File: src/rtl/rd0_addr_ctrl_if.sv
// Request bus between the display-side read address controller and the DDR read engine.
// The master side is the address controller; the slave side is the read engine plus frame sources.
interface rd0_addr_ctrl_if #(
    parameter int ADDR_WIDTH   = 30,
    parameter int RD_NUM_WIDTH = 28
);
    logic                    rd_vs;
    logic                    rd_ddr_done;
    logic [4:0]              wr_fram_cnt;
    logic                    rd_addr_valid;
    logic [ADDR_WIDTH-1:0]   rd_ddr_addr;
    logic [RD_NUM_WIDTH-1:0] rd_ddr_num;
    logic [4:0]              rd_fram_cnt;
    logic                    rd_repeat;
    logic                    rd_err;

    modport master (
        input  rd_vs, rd_ddr_done, wr_fram_cnt,
        output rd_addr_valid, rd_ddr_addr, rd_ddr_num, rd_fram_cnt, rd_repeat, rd_err
    );

    modport slave (
        output rd_vs, rd_ddr_done, wr_fram_cnt,
        input  rd_addr_valid, rd_ddr_addr, rd_ddr_num, rd_fram_cnt, rd_repeat, rd_err
    );
endinterface

File: src/rtl/rd0_addr_ctrl.sv
// Read-side DDR address controller: on each display vsync, requests one burst for the
// most recently completed frame slot in the ring buffer and waits for the read engine.
module rd0_addr_ctrl #(
    parameter logic [31:0] START_ADDR   = 32'h0000_0000,
    parameter logic [31:0] BLOCK_SIZE   = 32'h0008_0000,
    parameter logic [31:0] RD_NUM       = 32'd3600,
    parameter int          ADDR_WIDTH   = 30,
    parameter int          RD_NUM_WIDTH = 28,
    parameter logic [31:0] TIMEOUT      = 32'd4_000_000
) (
    input  logic            clk,
    input  logic            rst,
    rd0_addr_ctrl_if.master bus
);

    typedef enum logic [1:0] {IDLE, SETUP, REQ} state_t;

    state_t                  state_reg, state_next;
    logic [4:0]              wr_cnt_reg;
    logic                    wr_started_reg;
    logic                    vs_pending_reg, vs_pending_next;
    logic [4:0]              tgt_reg, tgt_next;
    logic [3:0]              dly_cnt_reg, dly_cnt_next;
    logic [31:0]             tmo_cnt_reg, tmo_cnt_next;
    logic [4:0]              rd_fram_cnt_reg, rd_fram_cnt_next;
    logic                    rd_ok_reg, rd_ok_next;
    logic                    rd_repeat_reg, rd_repeat_next;
    logic                    rd_err_reg, rd_err_next;
    logic [ADDR_WIDTH-1:0]   addr_reg, addr_next;
    logic [RD_NUM_WIDTH-1:0] num_reg, num_next;

    logic [1:0] async_in;
    logic [1:0] rise;
    logic       vs_rise, done_rise;
    logic [4:0] tgt;

    assign async_in  = {bus.rd_ddr_done, bus.rd_vs};
    assign vs_rise   = rise[0];
    assign done_rise = rise[1];

    // Three-stage synchronizer per asynchronous level input; edge taken between stages 1 and 2.
    genvar gi;
    generate
        for (gi = 0; gi < 2; gi++) begin : g_sync
            logic [2:0] ff_reg;
            always_ff @(posedge clk) begin
                if (rst) ff_reg <= '0;
                else     ff_reg <= {ff_reg[1:0], async_in[gi]};
            end
            assign rise[gi] = ff_reg[1] & ~ff_reg[2];
        end
    endgenerate

    always_ff @(posedge clk) begin
        if (rst) begin
            wr_cnt_reg     <= '0;
            wr_started_reg <= 1'b0;
        end else begin
            wr_cnt_reg <= bus.wr_fram_cnt;
            if (wr_cnt_reg != 5'd0) wr_started_reg <= 1'b1;
        end
    end

    // Newest completed slot; 5-bit wrap makes counter 0 point at slot 31.
    assign tgt = wr_cnt_reg - 5'd1;

    always_ff @(posedge clk) begin
        if (rst) begin
            state_reg       <= IDLE;
            vs_pending_reg  <= 1'b0;
            tgt_reg         <= '0;
            dly_cnt_reg     <= '0;
            tmo_cnt_reg     <= '0;
            rd_fram_cnt_reg <= '0;
            rd_ok_reg       <= 1'b0;
            rd_repeat_reg   <= 1'b0;
            rd_err_reg      <= 1'b0;
            addr_reg        <= '0;
            num_reg         <= '0;
        end else begin
            state_reg       <= state_next;
            vs_pending_reg  <= vs_pending_next;
            tgt_reg         <= tgt_next;
            dly_cnt_reg     <= dly_cnt_next;
            tmo_cnt_reg     <= tmo_cnt_next;
            rd_fram_cnt_reg <= rd_fram_cnt_next;
            rd_ok_reg       <= rd_ok_next;
            rd_repeat_reg   <= rd_repeat_next;
            rd_err_reg      <= rd_err_next;
            addr_reg        <= addr_next;
            num_reg         <= num_next;
        end
    end

    always_comb begin
        state_next       = state_reg;
        vs_pending_next  = vs_pending_reg;
        tgt_next         = tgt_reg;
        dly_cnt_next     = dly_cnt_reg;
        tmo_cnt_next     = tmo_cnt_reg;
        rd_fram_cnt_next = rd_fram_cnt_reg;
        rd_ok_next       = rd_ok_reg;
        rd_repeat_next   = 1'b0;
        rd_err_next      = 1'b0;
        addr_next        = addr_reg;
        num_next         = num_reg;

        case (state_reg)
            IDLE: begin
                // A vsync before the writer has produced anything is simply dropped.
                if ((vs_rise || vs_pending_reg) && wr_started_reg) begin
                    state_next      = SETUP;
                    tgt_next        = tgt;
                    vs_pending_next = 1'b0;
                    dly_cnt_next    = '0;
                    addr_next       = ADDR_WIDTH'((START_ADDR + 32'(tgt) * BLOCK_SIZE) << 2);
                    num_next        = RD_NUM_WIDTH'(RD_NUM);
                    rd_repeat_next  = rd_ok_reg && (tgt == rd_fram_cnt_reg);
                end
            end
            SETUP: begin
                if (vs_rise) vs_pending_next = 1'b1;
                if (dly_cnt_reg > 4'd7) begin
                    state_next   = REQ;
                    tmo_cnt_next = '0;
                end else begin
                    dly_cnt_next = dly_cnt_reg + 4'd1;
                end
            end
            REQ: begin
                if (vs_rise) vs_pending_next = 1'b1;
                // Completion takes priority over a coincident timeout.
                if (done_rise) begin
                    rd_fram_cnt_next = tgt_reg;
                    rd_ok_next       = 1'b1;
                    state_next       = IDLE;
                end else if (tmo_cnt_reg >= TIMEOUT - 32'd1) begin
                    rd_err_next = 1'b1;
                    state_next  = IDLE;
                end else begin
                    tmo_cnt_next = tmo_cnt_reg + 32'd1;
                end
            end
            default: state_next = IDLE;
        endcase
    end

    assign bus.rd_addr_valid = (state_reg == SETUP) && (dly_cnt_reg >= 4'd4) && (dly_cnt_reg <= 4'd7);
    assign bus.rd_ddr_addr   = addr_reg;
    assign bus.rd_ddr_num    = num_reg;
    assign bus.rd_fram_cnt   = rd_fram_cnt_reg;
    assign bus.rd_repeat     = rd_repeat_reg;
    assign bus.rd_err        = rd_err_reg;

endmodule

File: src/flat_wrapper.sv
// flat-port wrapper written by rule: the top's interface ports become plain ports
module rd0_addr_ctrl_flat 
#(
    parameter logic [31:0] START_ADDR   = 32'h0000_0000,
    parameter logic [31:0] BLOCK_SIZE   = 32'h0008_0000,
    parameter logic [31:0] RD_NUM       = 32'd3600,
    parameter int          ADDR_WIDTH   = 30,
    parameter int          RD_NUM_WIDTH = 28,
    parameter logic [31:0] TIMEOUT      = 32'd4_000_000
)
  (clk, rst, bus_rd_vs, bus_rd_ddr_done, bus_wr_fram_cnt, bus_rd_addr_valid, bus_rd_ddr_addr, bus_rd_ddr_num, bus_rd_fram_cnt, bus_rd_repeat, bus_rd_err);
  rd0_addr_ctrl_if #(.ADDR_WIDTH(ADDR_WIDTH), .RD_NUM_WIDTH(RD_NUM_WIDTH)) bus_i ();
  input  logic clk;
  input  logic rst;
  input wire logic [$bits(bus_i.rd_vs)-1:0] bus_rd_vs;
  input wire logic [$bits(bus_i.rd_ddr_done)-1:0] bus_rd_ddr_done;
  input wire logic [$bits(bus_i.wr_fram_cnt)-1:0] bus_wr_fram_cnt;
  output wire logic [$bits(bus_i.rd_addr_valid)-1:0] bus_rd_addr_valid;
  output wire logic [$bits(bus_i.rd_ddr_addr)-1:0] bus_rd_ddr_addr;
  output wire logic [$bits(bus_i.rd_ddr_num)-1:0] bus_rd_ddr_num;
  output wire logic [$bits(bus_i.rd_fram_cnt)-1:0] bus_rd_fram_cnt;
  output wire logic [$bits(bus_i.rd_repeat)-1:0] bus_rd_repeat;
  output wire logic [$bits(bus_i.rd_err)-1:0] bus_rd_err;
  assign bus_i.rd_vs = bus_rd_vs;
  assign bus_i.rd_ddr_done = bus_rd_ddr_done;
  assign bus_i.wr_fram_cnt = bus_wr_fram_cnt;
  assign bus_rd_addr_valid = bus_i.rd_addr_valid;
  assign bus_rd_ddr_addr = bus_i.rd_ddr_addr;
  assign bus_rd_ddr_num = bus_i.rd_ddr_num;
  assign bus_rd_fram_cnt = bus_i.rd_fram_cnt;
  assign bus_rd_repeat = bus_i.rd_repeat;
  assign bus_rd_err = bus_i.rd_err;
  rd0_addr_ctrl #(.START_ADDR(START_ADDR), .BLOCK_SIZE(BLOCK_SIZE), .RD_NUM(RD_NUM), .ADDR_WIDTH(ADDR_WIDTH), .RD_NUM_WIDTH(RD_NUM_WIDTH), .TIMEOUT(TIMEOUT)) u_core (.clk(clk), .rst(rst), .bus(bus_i));
endmodule
File: config.mk
export PLATFORM = sky130hd
export DESIGN_NAME = rd0_addr_ctrl_flat
export DESIGN_NICKNAME = d
export VERILOG_FILES = /design/src/rtl/rd0_addr_ctrl_if.sv /design/src/rtl/rd0_addr_ctrl.sv /design/src/flat_wrapper.sv
export SDC_FILE = /design/constraint.sdc
export NUM_CORES = 1
export LEC_CHECK = 0
export ABC_AREA = 1
export CORE_UTILIZATION = 50
export CTS_CLUSTER_SIZE = 25
export DETAILED_ROUTE_END_ITERATION = 10
export GPL_TIMING_DRIVEN = 0
export PLACE_DENSITY = 0.79
export SLEW_MARGIN = 0
export SYNTH_ARGS = -nofsm -noshare
export SYNTH_HDL_FRONTEND = slang
export SYNTH_SLANG_ARGS = --single-unit
File: constraint.sdc
create_clock -name clk -period 2.26 [get_ports clk]
set_input_delay 0.452 -clock clk [delete_from_list [all_inputs] [get_ports clk]]
set_output_delay 0.452 -clock clk [all_outputs]
set_load 0.02 [all_outputs]
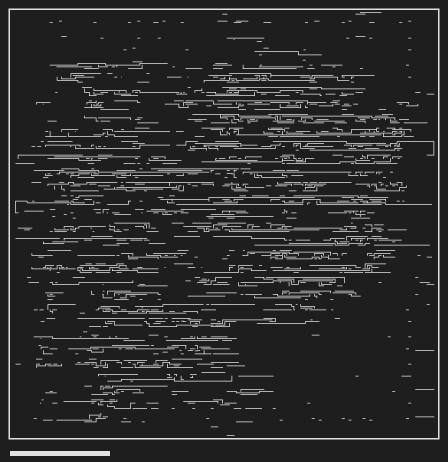
Figure 1: run 1, M1 wires.
The bar under the picture is 20 um long.
wire length on this layer = 3,200 um
main direction = horizontal
longest straight run = 29.0 um
nets with wire on the layer = 534
share of all routed wire = 45%

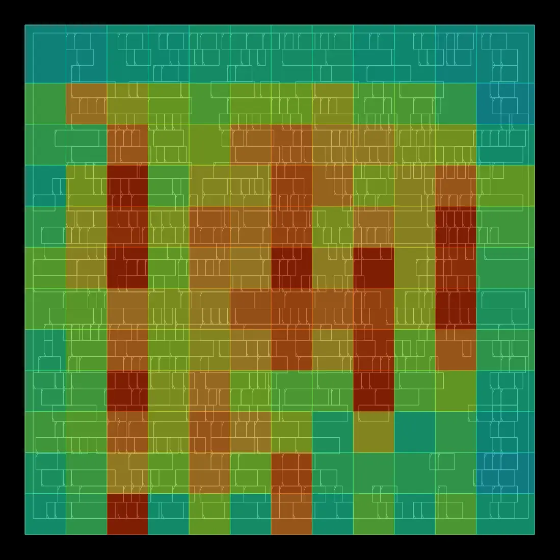
Figure 2: run 1, routing congestion.
met3 GRT Util: 4.91%
met2 GRT Util: 35.5%

==> impl_report.txt, run 1 <==
IMPLEMENTATION SUMMARY REPORT
----------------------------------------------------
[Placement]
  Port bufs ........................ 25
  Placer Congestion ........................ slightly below 0.9
  Setup slack at placement ........................ -0.00292 ns
  Detailed placement HPWL ........................ 5.35 mm

[CTS]
  Number of gates resized after CTS ........................ 4
  Clock latency reported for the late side of the worst-skew pair ........................ ~0.35 ns
  Post-CTS Hold Buffers ........................ 0
  Clock transition at path regs ........................ approximately 0.07 ns
  Clock tree buffer depth ........................ 2
  H-Tree Level Count ........................ 3
  CTS tree ........................ built
  Number of buffers added by the clock tree synthesis step ........................ 9
  Root cell of the clock tree ........................ clkbuf_8
  Sinks on Clock Net ........................ roughly 65

[Power]
  Clock Power Share ........................ between 30% and 40%
  Total power density per cell area ........................ about 700 nW/um^2
  Fraction of power spent switching nets ........................ around 30%
  Share of power burned in combinational logic ........................ approximately 23%
  Total power of the final layout ........................ 3010 uW
  Internal power component ........................ ~2100 uW
  Flop pwr share ........................ about two fifths
  Total net switching power ........................ around 900 uW
  Leakage power of the design ........................ 0.00187 uW
  Peak supply drop ........................ between 0.5 and 0.6 mV

[Synthesis]
  Dominant cell type by area after synthesis ........................ dfxtp_1
  Share of the synthesized area in the top cell type ........................ a little under two fifths
  Number of synthesized flops with an enable pin ........................ 0
  Flip-flop and latch count after synthesis ........................ roughly 65
  Netlist cell types ........................ 39
  Proportion of synthesized flip-flops having asynchronous set or reset ........................ 0%
  Most frequently used cell type in the post-synthesis netlist ........................ nand2_1
  Gate count after technology mapping ........................ around 500
  Synthesized chip area reported by yosys ........................ 3500 um^2
  Cell total in the yosys stat output ........................ between 400 and 500
  Netlist area before placement ........................ roughly 3500 um^2
  Top cells by area in the synthesized netlist ........................ dfxtp_1 37%, buf_4 11%, nand2_1 11%, nor2_1 9.9%, inv_1 4.5%
  Flip-flop cell with the highest count after synthesis ........................ dfxtp_1

[Cells and area]
  Fraction of layout instances using a drive strength above 1 ........................ between 15 and 20%
  Core utilization of the finished layout ........................ approximately 63%
  Diodes inserted ........................ 0
  Filler Cells Inserted ........................ just under 600
  Final cell count without fillers ........................ between 600 and 700

[Worst setup path]
  Critical path peak fanout ........................ 6
  Setup slack on the worst flop-to-flop path ........................ roughly 0.24 ns
  Worst reg2reg endpoint ........................ u_core.tmo_cnt_reg[0]$_SDFFE_PP0P_
  Reg2reg path depth ........................ 10
  Endpoint arrival time on the critical path ........................ around 1.7 ns
  Data required time of the critical path ........................ between 1.5 and 2 ns
  Crit. Startpoint ........................ u_core.state_reg[1]$_SDFFE_PP0P_
  Crit path capture type ........................ output pin
  Setup crit end ........................ bus_rd_addr_valid
  Startpoint of the lowest-slack register-to-register path ........................ u_core.state_reg[0]$_SDFFE_PP0P_

[STA]
  Number of hold-slack violations in the final timing report ........................ 0
  RSZ-0062 raised after global routing ........................ false
  Max Fclk ........................ 472 MHz
  Least setup slack across all paths after layout ........................ 0.144 ns
  Actual transition at the worst max-transition pin ........................ ~0.63 ns
  Max transition margin ........................ 58.2%
  Final critical delay including setup and external delays ........................ ~2.1 ns
  Worst clock skew ........................ 0.00986 ns
  Final Slew Violations ........................ 0

[Detailed routing]
  Length of routed met3 wiring ........................ approximately 360 um
  Number of vias per cell ........................ roughly 4.6
  Wl on met1 ........................ approximately 3.2 mm
  Highest routed metal layer ........................ met4
  WL met2 ........................ 3.46 mm
  First DRT Iteration DRCs ........................ about 130

[Global route]
  Initial antenna violation count ........................ 0
  Wire length of the first global-routing pass ........................ approximately 12 mm
  Total global routing track utilization ........................ 20.8%
  Via count of the first global-routing pass ........................ ~2,800
  Pin count of the biggest net entering global routing ........................ 12

[Floorplanning]
  Die Footprint ........................ 7340 um^2
  Core Region ........................ ~6800 um^2
  Row count ........................ 30
  Die span in x ........................ roughly 86 um

[Min path]
  Hold path startpoint ........................ u_core.g_sync[0].ff_reg[0]$_SDFF_PP0_
  Cell depth of the worst min-delay path ........................ 2

[Run status]
  Status ........................ complete, no violations

[Job]
  MaxCap Viol Count ........................ 0

----------------------------------------------------
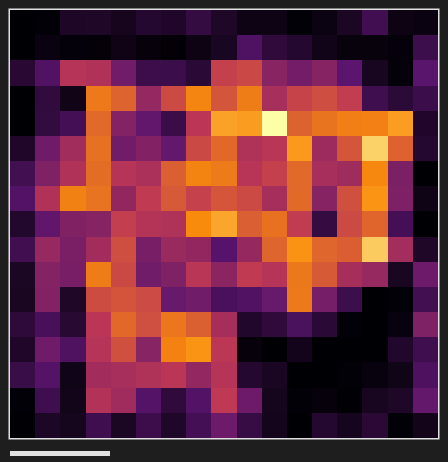
Figure 3: run 1, wiring heat map.
The bar under the picture is 20 um long. The die is cut into 17 by 17 equal tiles; black is low, pale yellow is high, scaled to the fullest tile. Values are wire area over tile area, all layers added.
emptiest ninth of the die = lower right
tiles over half the peak = 26%
mean over tiles = 0.16

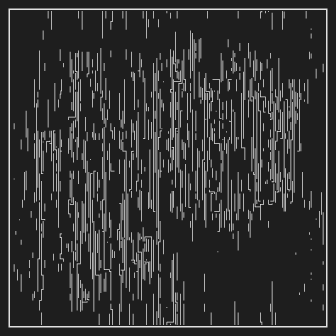
Figure 4: run 1, M2 wires.
nets with wire on the layer = 450
main direction = vertical
share of all routed wire = 48%
longest straight run = 45.9 um
via count of the routed design: 3,103
overall routed net length: 7.17 mm

run 1: cell usage in the layout (no fill, tap or decap), types with 3 or more instances in the layout:
| cell | synthesis | final |
|---|---|---|
| xor2_1 | 10 | 10 |
| nand4_1 | 5 | 5 |
| clkbuf_8 | 0 | 10 |
| inv_1 | 42 | 42 |
| xnor2_1 | 4 | 4 |
| nor2_2 | 3 | 4 |
| clkbuf_1 | 3 | 3 |
| nand2_1 | 102 | 102 |
| nor3_1 | 7 | 7 |
| nand3_1 | 24 | 24 |
| buf_6 | 5 | 5 |
| o21ai_0 | 16 | 16 |
| nor2_1 | 92 | 91 |
| conb_1 | 1 | 49 |
| dfxtp_1 | 65 | 65 |
| a21oi_1 | 25 | 25 |
| a21oi_2 | 4 | 4 |
| buf_4 | 52 | 52 |
| ha_1 | 6 | 5 |
| nand2_2 | 6 | 6 |
| buf_1 | 3 | 3 |
| clkdlybuf4s50_1 | 0 | 24 |
run 1: metrics by stage:
stage          cell area [um^2]  hold WS (ns)  setup TNS [ns]
2_1_floorplan              3680         0.388               0
3_3_place_gp               4050         0.391               0
3_5_place_dp               4050         0.402        -0.00292
4_1_cts                    4270         0.414               0
5_1_grt                    4290         0.436               0
6_report                   4290         0.414               0
run 1: worst max-delay path: stages (launching register included):
cell and delay, ns:
dfxtp_1 0.32, inv_1 0.12, ha_4 0.19, inv_1 0.07
nor2_2 0.14, inv_1 0.12, nor2_1 0.10, clkdlybuf4s15_2 0.26
run 1: logic make-up (layout without fill, tap and decap cells):
group                    count (synthesis)  after routing  share of synthesized area [%]
XOR/XNOR                                14             14                           3.50
AND/OR/NAND/NOR                        246            246                           29.6
other                                    1             49                          0.107
flip-flops                              65             65                           37.2
adder cells (fa/ha/maj)                  6              6                           2.14
buffers and inverters                  109            149                           18.4
AND-OR/OR-AND                           55             55                           9.04
run 1: metal layers:
layer	GRT usage, %	vias up
met4	9.39	0
li1	-	1623
met2	35.5	97
met3	4.91	12
met5	0	-
met1	24.9	1371
run 1: area by class of cell:
class,instances,area (um^2),area share (%)
buffer,64,474,11.1
timing repair buffer,25,251,5.87
tap,96,120,2.80
inverter,45,170,3.97
clock inverter,5,80.1,1.87
clock buffer,10,138,3.21
sequential,65,1300,30.4
multi-input combinational,370,1750,40.8
run 1: power by group through the flow:
stage / clock network, uW / logic, uW / registers [uW]
global route: 1160 / 750 / 1220
detailed placement: 0 / 676 / 1240
finish: 1100 / 689 / 1220
floorplan: 0 / 522 / 1250
CTS: 1110 / 681 / 1220
global placement: 0 / 667 / 1240
==> run 2, diff against run 1 <==
==> constraint.sdc (replaced) <==
create_clock -name clk -period 2.26 [get_ports clk]
set_input_delay 0.565 -clock clk [delete_from_list [all_inputs] [get_ports clk]]
set_output_delay 0.565 -clock clk [all_outputs]
set_load 0.02 [all_outputs]
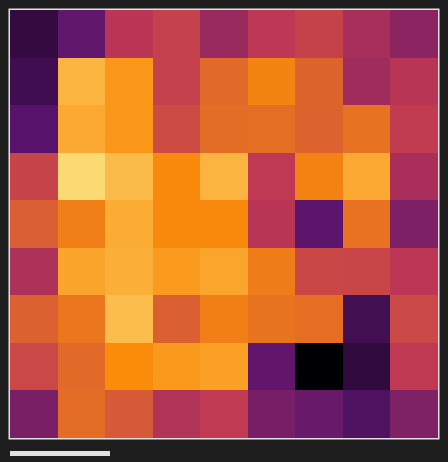
Figure 5: run 2, cell density map.
The bar under the picture is 20 um long. The die is cut into 9 by 9 equal tiles; black is low, pale yellow is high, 0 to 100% covered.
nearly empty tiles = 1.2%
fullest tile = 92%
emptiest ninth of the die = lower right
mean over tiles = 57%
tiles over 75% full = 21%

==> run 2 against run 1 <==
Combinational power about the same. Non-clock buffer count unchanged. Largest power group unchanged. Worst hold slack improved by 0.00074 ns. Global-route usage up 0.061 points. Register-to-register slack better by 0.06 ns. Cell count did not move. Critical path type unchanged. Worst setup slack better by 0.041 ns. Total power is essentially flat. Sequential cell count unchanged. Die size is the same. Maximum frequency grew 2.0%.
==> impl_report.txt, run 2 <==
IMPLEMENTATION SUMMARY REPORT
----------------------------------------------------
[Run status]
  Status ........................ complete, no violations

[Synthesis]
  Flip-flop cell with the highest count after synthesis ........................ dfxtp_1
  Most frequently used cell type in the post-synthesis netlist ........................ nand2_1
  Share of the synthesized area in the top cell type ........................ between 30% and 40%
  Dominant cell type by area after synthesis ........................ dfxtp_1
  Netlist area before placement ........................ around 3500 um^2
  Synthesized chip area reported by yosys ........................ around 3500 um^2
  Proportion of synthesized flip-flops having asynchronous set or reset ........................ 0%
  Top cells by area in the synthesized netlist ........................ dfxtp_1 37%, buf_4 11%, nand2_1 11%, nor2_1 9.9%, inv_1 4.5%
  Netlist cell types ........................ 39
  Gate count after technology mapping ........................ ~500
  Number of synthesized flops with an enable pin ........................ 0
  Flip-flop and latch count after synthesis ........................ between 60 and 70
  Cell total in the yosys stat output ........................ 496
  Mean area per synthesized cell ........................ between 7 and 8 um^2

[CTS]
  Post-CTS Hold Buffers ........................ 0
  Number of buffers added by the clock tree synthesis step ........................ 9
  Clock latency reported for the late side of the worst-skew pair ........................ 0.35 ns
  Sinks on Clock Net ........................ approximately 65
  CTS tree ........................ built
  Clock transition at path regs ........................ approximately 0.07 ns
  Clock tree buffer depth ........................ 2
  Root cell of the clock tree ........................ clkbuf_8
  H-Tree Level Count ........................ 3

[Floorplanning]
  Row count ........................ 30
  Die span in y ........................ ~86 um
  Core Region ........................ just under 7000 um^2
  Die span in x ........................ 85.7 um
  Core Util at FP ........................ about half
  Die Footprint ........................ around 7300 um^2

[Placement]
  Placer Congestion ........................ between 0.8 and 0.9
  Detailed placement HPWL ........................ 5.35 mm
  Setup slack at placement ........................ -0.116 ns
  Port bufs ........................ 25

[Detailed routing]
  First-pass detailed-route iteration total ........................ 4
  Via count of the routed design ........................ approximately 3,100
  First DRT Iteration DRCs ........................ roughly 130
  Number of vias per cell ........................ about 4.6
  Overall routed net length ........................ 7.18 mm

[Global route]
  Initial antenna violation count ........................ 0
  Via count of the first global-routing pass ........................ 2,780
  Pin count of the biggest net entering global routing ........................ 12
  Most utilized layer in the global route result ........................ met2
  Met3 GRT Util ........................ a little under 5%
  GR met1 Demand/Resource ........................ approximately 25%
  Total global routing track utilization ........................ between 20% and 30%
  Wire length of the first global-routing pass ........................ approximately 12 mm
  Met2 GRT Util ........................ a little over a third

[Cells and area]
  Core utilization of the finished layout ........................ 63.0%
  Fraction of layout instances using a drive strength above 1 ........................ between 15 and 20%
  Diodes inserted ........................ 0
  Most instantiated logic cell after routing ........................ nand2_1
  Dominant logic cell types in the final layout ........................ 102 x nand2_1, 91 x nor2_1, 64 x dfxtp_1, 52 x buf_4, 49 x conb_1

[STA]
  RSZ-0062 raised after global routing ........................ false
  Share of the cycle needed by the critical path after routing ........................ 91.8%
  Max transition margin ........................ between 50% and 60%
  Final critical delay including setup and external delays ........................ approximately 2.1 ns
  Final Slew Violations ........................ 0
  Least setup slack across all paths after layout ........................ about 0.18 ns
  Worst clock skew ........................ between 0.007 and 0.008 ns
  Actual transition at the worst max-transition pin ........................ between 0.6 and 0.7 ns
  Max Fclk ........................ about 480 MHz
  Number of hold-slack violations in the final timing report ........................ 0

[Job]
  MaxCap Viol Count ........................ 0

[Worst setup path]
  Data required time of the critical path ........................ 1.69 ns
  CP Cell Sequence ........................ inv_2 > ha_4 > inv_1 > nor2_2 > inv_1 > nor2_1 > buf_2
  Crit path capture type ........................ output pin
  Endpoint arrival time on the critical path ........................ ~1.5 ns
  Critical path's largest stage delay ........................ ~0.32 ns
  Cell family contributing the most delay on the critical path ........................ buffers and inverters
  Worst path bufs/invs ........................ 4
  Most frequent cell on the critical path ........................ inv_1
  Critical path peak fanout ........................ 6
  Slowest CP cell ........................ dfxtp_1

[Power]
  Leakage power of the design ........................ 0.00187 uW
  Total power density per cell area ........................ just over 700 nW/um^2
  Peak supply drop ........................ about 0.56 mV

----------------------------------------------------
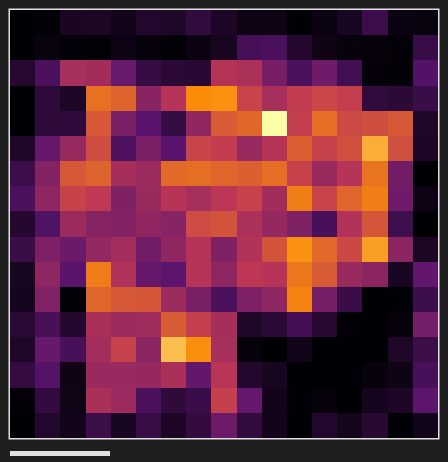
Figure 6: run 2, wiring heat map.
The bar under the picture is 20 um long. The die is cut into 17 by 17 equal tiles; black is low, pale yellow is high, scaled to the fullest tile. Values are wire area over tile area, all layers added.
tiles over half the peak = 22%
densest ninth of the die = centre
fullest tile = 0.54

[run 2: netlist changes by cell type in the layout (fill, tap and decap cells not counted), sizes merged]
cell	before	now
buf	61	62
clkdlybuf4s15	1	0
[run 2: path summary, 6_finish.rpt]
check,startpoint,to,slack [ns],depth (start not counted)
worst min-delay path,u_core.g_sync[0].ff_reg[0]$_SDFF_PP0_,u_core.g_sync[0].ff_reg[1]$_SDFF_PP0_,0.41,2
worst max-delay path,u_core.state_reg[1]$_SDFFE_PP0P_,bus_rd_addr_valid,0.18,7
worst max register to register,u_core.state_reg[0]$_SDFFE_PP0P_,u_core.tmo_cnt_reg[12]$_SDFFE_PP0P_,0.30,10
worst min register to register,u_core.g_sync[0].ff_reg[0]$_SDFF_PP0_,u_core.g_sync[0].ff_reg[1]$_SDFF_PP0_,0.41,2
[run 2: cell families (layout without fill, tap and decap cells)]
logic type / count (synthesis) / in the layout / share of synthesized area [%]
DFF: 65 / 65 / 37.2
and+or+nand+nor: 246 / 246 / 29.6
other: 1 / 49 / 0.107
adders and majority gates: 6 / 6 / 2.14
AOI/OAI and AO/OA: 55 / 55 / 9.04
xor gates and xnor gates: 14 / 14 / 3.50
buffers and inverters: 109 / 149 / 18.4
[run 2: repair_timing]
action                                  in CTS  in global routing
gates resized                                6                  3
cloned                                       0                  0
endpoints found under the setup margin       1                  1
[run 2: final cells by class]
cell class / count / area [um^2] / area share, %
plain buffers: 64 / 474 / 11.1
clock buffers: 10 / 138 / 3.22
clock inverters: 5 / 80.1 / 1.87
inverters: 45 / 170 / 3.98
multi-input cells: 370 / 1750 / 40.9
flip-flops and latches: 65 / 1300 / 30.4
well taps: 96 / 120 / 2.81
repair buffers: 25 / 245 / 5.73
[run 2: worst register-to-register path, delay by kind of cell (launching register included)]
family                   cells  cell delay (ns)
AND/OR/NAND/NOR              5             0.69
flip-flops                   1             0.34
adder cells (fa/ha/maj)      1             0.34
buffers and inverters        3             0.34
AND-OR/OR-AND                1             0.15
[run 2: stage by stage]
stage | area [um^2] | std cells | setup TNS, ns | power, uW
2_1_floorplan | 3680 | 544 | 0 | 1770
3_3_place_gp | 4050 | 665 | -0.106 | 1910
3_5_place_dp | 4050 | 665 | -0.138 | 1920
4_1_cts | 4290 | 680 | 0 | 3010
5_1_grt | 4280 | 680 | 0 | 3140
6_report | 4280 | 680 | 0 | 3010
[run 2: report_power, final]
part | total, uW | internal [uW] | switching (uW)
Sequential | 1220 | 1190 | 35.3
Clock | 1100 | 642 | 457
Combinational | 691 | 263 | 428
[run 2: per-layer routing]
layer	vias up	routed length, um
met5	-	0
met4	0	146
met3	15	361
met2	80	3520
met1	1382	3150
li1	1625	-
Power and IR drop assume default switching activity.
